`src/rtl/cordic_pkg.sv`:
```
// Shared types and constants for the round-robin Cordic arbiter.
// The CORDIC_TIMEOUT_EN macro (see cordic_arbiter) does not affect this package.
package cordic_pkg;

  localparam int W_DEFAULT = 13;

  typedef enum logic [1:0] {
    IDLE   = 2'd0,
    ISSUE  = 2'd1,
    WAIT   = 2'd2,
    RETURN = 2'd3
  } state_t;

  // Requester ID width: ceil(log2(n)), never below one bit.
  function automatic int calc_idw(input int n);
    if (n <= 2) return 1;
    return $clog2(n);
  endfunction

endpackage

```
`src/rtl/cordic_rr_pick.sv`:
```
// Combinational round-robin picker: first set request at or after ptr, wrapping.
module cordic_rr_pick
  import cordic_pkg::*;
#(
  parameter int NREQ = 4,
  parameter int IDW  = calc_idw(NREQ)
) (
  input  logic [NREQ-1:0] req,
  input  logic [IDW-1:0]  ptr,
  output logic [IDW-1:0]  grant,
  output logic            valid
);

  int             sum;
  logic [IDW-1:0] idx;

  // Scan from the farthest candidate back to ptr so the closest one wins.
  always_comb begin
    grant = '0;
    valid = 1'b0;
    sum   = 0;
    idx   = '0;
    for (int i = NREQ - 1; i >= 0; i--) begin
      sum = int'(ptr) + i;
      if (sum >= NREQ) sum = sum - NREQ;
      idx = IDW'(sum);
      if (req[idx]) begin
        grant = idx;
        valid = 1'b1;
      end
    end
  end

endmodule

```
`src/rtl/cordic_arbiter.sv`:
```
// Round-robin scheduler sharing one Cordic core between NREQ requesters.
// Optional watchdog on the WAIT state is enabled by defining CORDIC_TIMEOUT_EN.
module cordic_arbiter
  import cordic_pkg::*;
#(
  parameter int W       = W_DEFAULT,
  parameter int NREQ    = 4,
  parameter int IDW     = calc_idw(NREQ),
  parameter int TIMEOUT = 32
) (
  input  logic                CLK1,
  input  logic                RST_n,
  input  logic [NREQ-1:0]     Req,
  input  logic [NREQ*W-1:0]   I_in,
  input  logic [NREQ*W-1:0]   Q_in,
  output logic [NREQ-1:0]     Ack,
  output logic [W-1:0]        I,
  output logic [W-1:0]        Q,
  output logic                Cordic_Enable,
  input  logic                Cordic_Ready,
  input  logic [W-1:0]        AM,
  input  logic [W-1:0]        PM,
  output logic                Res_Valid,
  output logic [IDW-1:0]      Res_Id,
  output logic [W-1:0]        Res_AM,
  output logic [W-1:0]        Res_PM,
  output logic                Res_Err,
  output logic                Busy
);

  state_t         state_q, state_d;
  logic [IDW-1:0] ptr_q, ptr_d;
  logic [IDW-1:0] id_q, id_d;
  logic [W-1:0]   i_q, i_d, q_q, q_d;
  logic [W-1:0]   am_q, am_d, pm_q, pm_d;

  logic [IDW-1:0] pick_grant;
  logic           pick_valid;
  logic [W-1:0]   i_arr [NREQ];
  logic [W-1:0]   q_arr [NREQ];

  for (genvar k = 0; k < NREQ; k++) begin : g_slice
    assign i_arr[k] = I_in[k*W +: W];
    assign q_arr[k] = Q_in[k*W +: W];
  end

  cordic_rr_pick #(
    .NREQ (NREQ),
    .IDW  (IDW)
  ) u_pick (
    .req   (Req),
    .ptr   (ptr_q),
    .grant (pick_grant),
    .valid (pick_valid)
  );

`ifdef CORDIC_TIMEOUT_EN
  localparam int CW = $clog2(TIMEOUT + 1);
  logic [CW-1:0] cnt_q, cnt_d;
  logic          err_q, err_d;
`endif

  always_comb begin
    state_d = state_q;
    ptr_d   = ptr_q;
    id_d    = id_q;
    i_d     = i_q;
    q_d     = q_q;
    am_d    = am_q;
    pm_d    = pm_q;
`ifdef CORDIC_TIMEOUT_EN
    cnt_d   = cnt_q;
    err_d   = err_q;
`endif
    case (state_q)
      IDLE: begin
        if (pick_valid) begin
          i_d     = i_arr[pick_grant];
          q_d     = q_arr[pick_grant];
          id_d    = pick_grant;
          ptr_d   = (pick_grant == IDW'(NREQ - 1)) ? '0 : pick_grant + 1'b1;
          state_d = ISSUE;
        end
      end
      ISSUE: begin
`ifdef CORDIC_TIMEOUT_EN
        cnt_d = '0;
`endif
        state_d = WAIT;
      end
      WAIT: begin
        // A result from the core takes priority over an expiring watchdog.
        if (Cordic_Ready) begin
          am_d    = AM;
          pm_d    = PM;
`ifdef CORDIC_TIMEOUT_EN
          err_d   = 1'b0;
`endif
          state_d = RETURN;
`ifdef CORDIC_TIMEOUT_EN
        end else if (cnt_q == CW'(TIMEOUT - 1)) begin
          am_d    = '0;
          pm_d    = '0;
          err_d   = 1'b1;
          state_d = RETURN;
        end else begin
          cnt_d = cnt_q + 1'b1;
`endif
        end
      end
      RETURN:  state_d = IDLE;
      default: state_d = IDLE;
    endcase
  end

  always_ff @(posedge CLK1 or negedge RST_n) begin
    if (!RST_n) begin
      state_q <= IDLE;
      ptr_q   <= '0;
      id_q    <= '0;
      i_q     <= '0;
      q_q     <= '0;
      am_q    <= '0;
      pm_q    <= '0;
`ifdef CORDIC_TIMEOUT_EN
      cnt_q   <= '0;
      err_q   <= 1'b0;
`endif
    end else begin
      state_q <= state_d;
      ptr_q   <= ptr_d;
      id_q    <= id_d;
      i_q     <= i_d;
      q_q     <= q_d;
      am_q    <= am_d;
      pm_q    <= pm_d;
`ifdef CORDIC_TIMEOUT_EN
      cnt_q   <= cnt_d;
      err_q   <= err_d;
`endif
    end
  end

  always_comb begin
    Ack = '0;
    if (state_q == ISSUE) Ack[id_q] = 1'b1;
  end

  assign I             = i_q;
  assign Q             = q_q;
  assign Cordic_Enable = (state_q == ISSUE);
  assign Res_Valid     = (state_q == RETURN);
  assign Res_Id        = id_q;
  assign Res_AM        = am_q;
  assign Res_PM        = pm_q;
  assign Busy          = (state_q != IDLE);

`ifdef CORDIC_TIMEOUT_EN
  assign Res_Err = err_q;
`else
  assign Res_Err = 1'b0;
`endif

endmodule

```
`config.mk`:
```
export PLATFORM = sky130hd
export DESIGN_NAME = cordic_arbiter
export DESIGN_NICKNAME = d
export VERILOG_FILES = /design/src/rtl/cordic_pkg.sv /design/src/rtl/cordic_rr_pick.sv /design/src/rtl/cordic_arbiter.sv
export SDC_FILE = /design/constraint.sdc
export NUM_CORES = 1
export LEC_CHECK = 0
export CAP_MARGIN = 20
export CORE_ASPECT_RATIO = 2
export CORE_MARGIN = 1
export CORE_UTILIZATION = 39
export DETAILED_ROUTE_END_ITERATION = 6
export GPL_TIMING_DRIVEN = 0
export PLACE_DENSITY = 0.86
export SLEW_MARGIN = 25
export SYNTH_ARGS = -nofsm -noshare
export SYNTH_HDL_FRONTEND = slang
export SYNTH_SLANG_ARGS = --single-unit
```
`constraint.sdc`:
```
create_clock -name CLK1 -period 3.64 [get_ports CLK1]
set_input_delay 0.546 -clock CLK1 [delete_from_list [all_inputs] [get_ports CLK1]]
set_output_delay 0.546 -clock CLK1 [all_outputs]
set_load 0.02 [all_outputs]
```
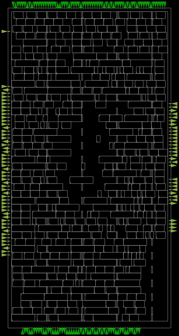
Figure 1: placed standard cells.
fill count: 570
number of cell rows: 45
seq_cells: 58

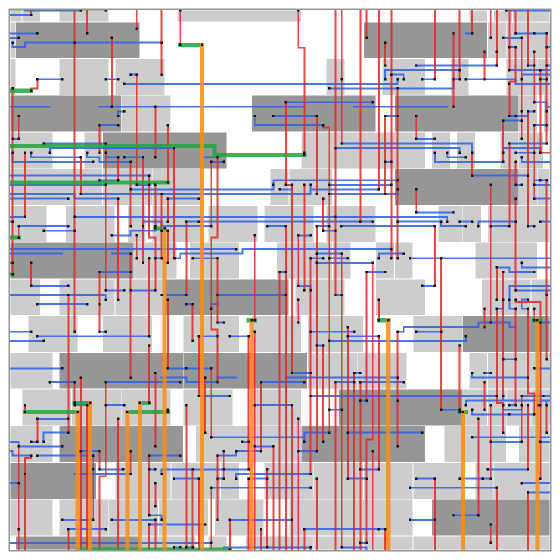
Figure 2: close-up of the layout.
Region (12, 18) to (52, 58) µm. Cells in grey, sequential cells in the stronger grey; small squares are vias.
Key: green = M3; red = M2; orange = M4; blue = M1
104 logic cells have their middle in the window. Most frequent: clkdlybuf4s50_1 (31), dfrtp_1 (17), nand2_1 (13). Sequential cells in the window: 17. Netlist names of flops here include `Q` (5), `Res_AM` (5), `Res_Id` (2).

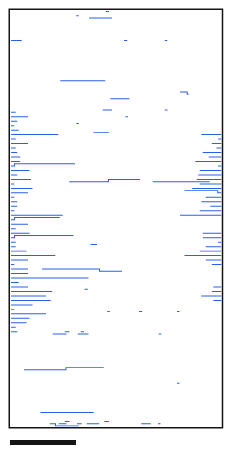
Figure 3: M3 wires.
Scale bar: 20 µm.
The layer carries 612 µm of wire. The longest straight run is 23.2 µm. The layer holds 6.0% of the routed length. 101 nets have wire on it.

==> notes.md <==
Flow results follow.

The count of mapped cells out of synthesis is 253. For this design, the sink count on the clock tree is slightly below 60. The cell-internal power is 2730 µW. The total power density per cell area is 815 nW/µm².

Per the final timing report, the hold violations number 0. Per Yosys stat, the portion of area used by sequential elements is 48.0%. The number of max-slew violations in the final report is 0.

The run finished with clean final reports. The net switching fraction of the power is 38.3%. For this block, the routed nets add up to 10,100 µm of wire. CTS placed an instance of sky130_fd_sc_hd__clkbuf_16 at the clock tree root. VDD sags by at most 0.598 mV. For this run, global-route usage on met1 was measured as 24.6%. The accumulated negative setup slack is 0 ps. The net count of the finished layout is approximately 600. The placement summary gives the final routability congestion estimate as about 0.79. The post-synthesis area per instance is approximately 12 µm².

Routed signal wires occupy layers up through met4. The timing report notes that buffer and inverter cells on the critical path total 2. Among all stages on the critical path, the maximum delay recorded is 660 ps. The leakage power in the latest report is between 0.002 and 0.0025 µW. The worst relative slew slack is 59.0%.

The fraction of the core area occupied by cells at floorplan is 40.1%. In this run the power spent charging and discharging nets is roughly 1700 µW. Of the total power, registers draw 26.5%.

The synthesized design contains 0 enable-type register cells. The fraction of area in registers is 26.8%. On met3, the global router reports a usage of 7.10%. In the Yosys report the total cell count is 253. The first-pass detailed-route iteration total is 4.

Setup repair after global routing left no endpoint under its margin. The endpoint arrival time on the critical path is 2010 ps. The most instantiated flip-flop cell in the synthesis netlist is sky130_fd_sc_hd__dfrtp_1. The worst setup path is captured at an output pin. The violation tally from detailed-route iteration zero is 75. Multi-input logic gates represent a cell area share of 26.2%. Note that the worst hold path type here is input port to async pin. The flip-flop and latch count after synthesis is approximately 58.

For this run, the detailed router reports a per-instance via density of 5.10. The met1 wire length is 3400 µm. After Yosys synthesis, XOR and XNOR cells account for 0.289% of the synthesized area.

The biggest fanout along the worst timing path is 5. The die is 127 µm tall. The clock network accounts for 17.9% of the total power. Total power for the finished layout comes to 4420 µW. The highest-utilization routing layer at the global route stage is met2. The number of resized instances in the post-cts repair step is 0. Of all power groups, the one with the highest power is combinational logic.

The largest buffer count on any clock path is 2. The share of synthesized area spent on multiplexers is 26.9%. OpenSTA, run right after detailed placement, puts the worst setup slack at 1040 ps. Per the final layout report, the fraction of cells sized above drive strength 1 comes to 11.8%.

The number of maximum-capacitance violations is 0. The area enclosed by the die boundary is approximately 8100 µm². The area growth from synthesis to layout is 79.3%. In the post-route analysis, the smallest setup slack over all paths is 1080 ps.

In this run the count of I/O pins placed on the die edge is 199. The number of setup violations in the final report is 0. The final antenna diode tally reported by the flow is 0. The part of the cycle the worst path needs is 70.2%.

Per the CTS log, the maximum H-tree level is 3. In the synthesized netlist the async set-or-reset flop fraction comes to 100%. The worst register-to-register path ends at Res_PM[6]. The worst setup path is launched from a register. The number of multi-input combinational cells in the layout is between 150 and 200. STA reports a reg2reg setup slack of roughly 1600 ps.

The cell area after technology mapping is 3030 µm².
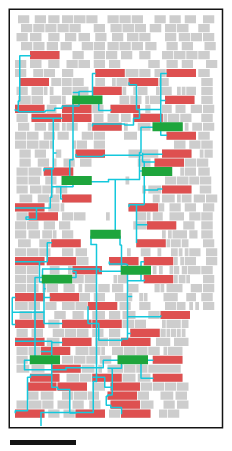
Figure 4: routed clock nets over the placement.
Scale bar: 20 µm.
Key: red = flip-flops [count 58]; green = clock-net drivers [count 9]; cyan = clock wires [length 828 µm]
There are 10 routed clock nets.

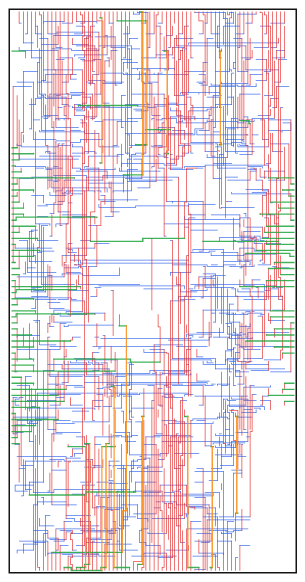
Figure 5: signal wires by layer.
Key: red = M2 [wire length 5,660 µm]; blue = M1 [wire length 3,400 µm]; green = M3 [wire length 612 µm]; orange = M4 [wire length 461 µm]
average wire per standard cell: 18.1 µm
total global routing track utilization: 25.9%
Via Count: 2,859

==> state kept, by name, summed over array words and instances, names as in the netlist <==
register	count
I	13
Q	13
Res_AM	13
Res_PM	13
Res_Id	2
ptr_q	2
state_q	2
==> placed cells by master, fill, tap and decap left out, drive strengths merged <==
master,count
nor2b,1
dfrtp,58
nor2,6
nand2,37
a21oi,2
xnor2,1
buf,12
conb,1
inv,5
nor3b,1
ha,5
clkbuf,21
and3b,2
o221ai,26
clkinv,2
mux2,26
mux2i,52
o21ai,4
or2,1
o32a,1
a21boi,1
and3,2
o22ai,2
nand2b,1
clkdlybuf4s50,196
a31oi,1
==> worst max path at each step <==
stage	endpoint	cells past startpoint
floorplan	Ack[0]	3
global placement	Res_PM[10]	1
detailed placement	Q[3]	6
CTS	Ack[0]	4
global route	Ack[0]	4
finish	Ack[0]	4
==> worst reg2reg max path, stage by stage (launching register included) <==
cell	delay, ps
sky130_fd_sc_hd__dfrtp_1	390
sky130_fd_sc_hd__inv_1	100
sky130_fd_sc_hd__ha_1	240
sky130_fd_sc_hd__nand2_1	280
sky130_fd_sc_hd__clkbuf_1	530
sky130_fd_sc_hd__mux2_2	410
==> cell usage after synthesis, drive strengths merged (4+ instances only) <==
cell	number	area, µm²
ha	5	62.6
buf	10	109
clkbuf	7	26.3
nor2	6	22.5
mux2i	52	521
inv	5	18.8
mux2	26	293
dfrtp	58	1450
nand2	37	139
o221ai	26	228
o21ai	4	20.0
==> metrics by stage <==
step / utilization [%] / std cells / area, µm² / hold WS (ps)
3_5_place_dp: 68.1 / 545 / 5140 / 397
3_3_place_gp: 67.8 / 544 / 5110 / 471
6_report: 71.9 / 561 / 5420 / 61.6
2_1_floorplan: - / 253 / 3030 / 250
5_1_grt: 71.9 / 561 / 5420 / 54.2
4_1_cts: 71.9 / 561 / 5420 / 50.6
No activity file was given, so power comes from the tool's default toggle rates.
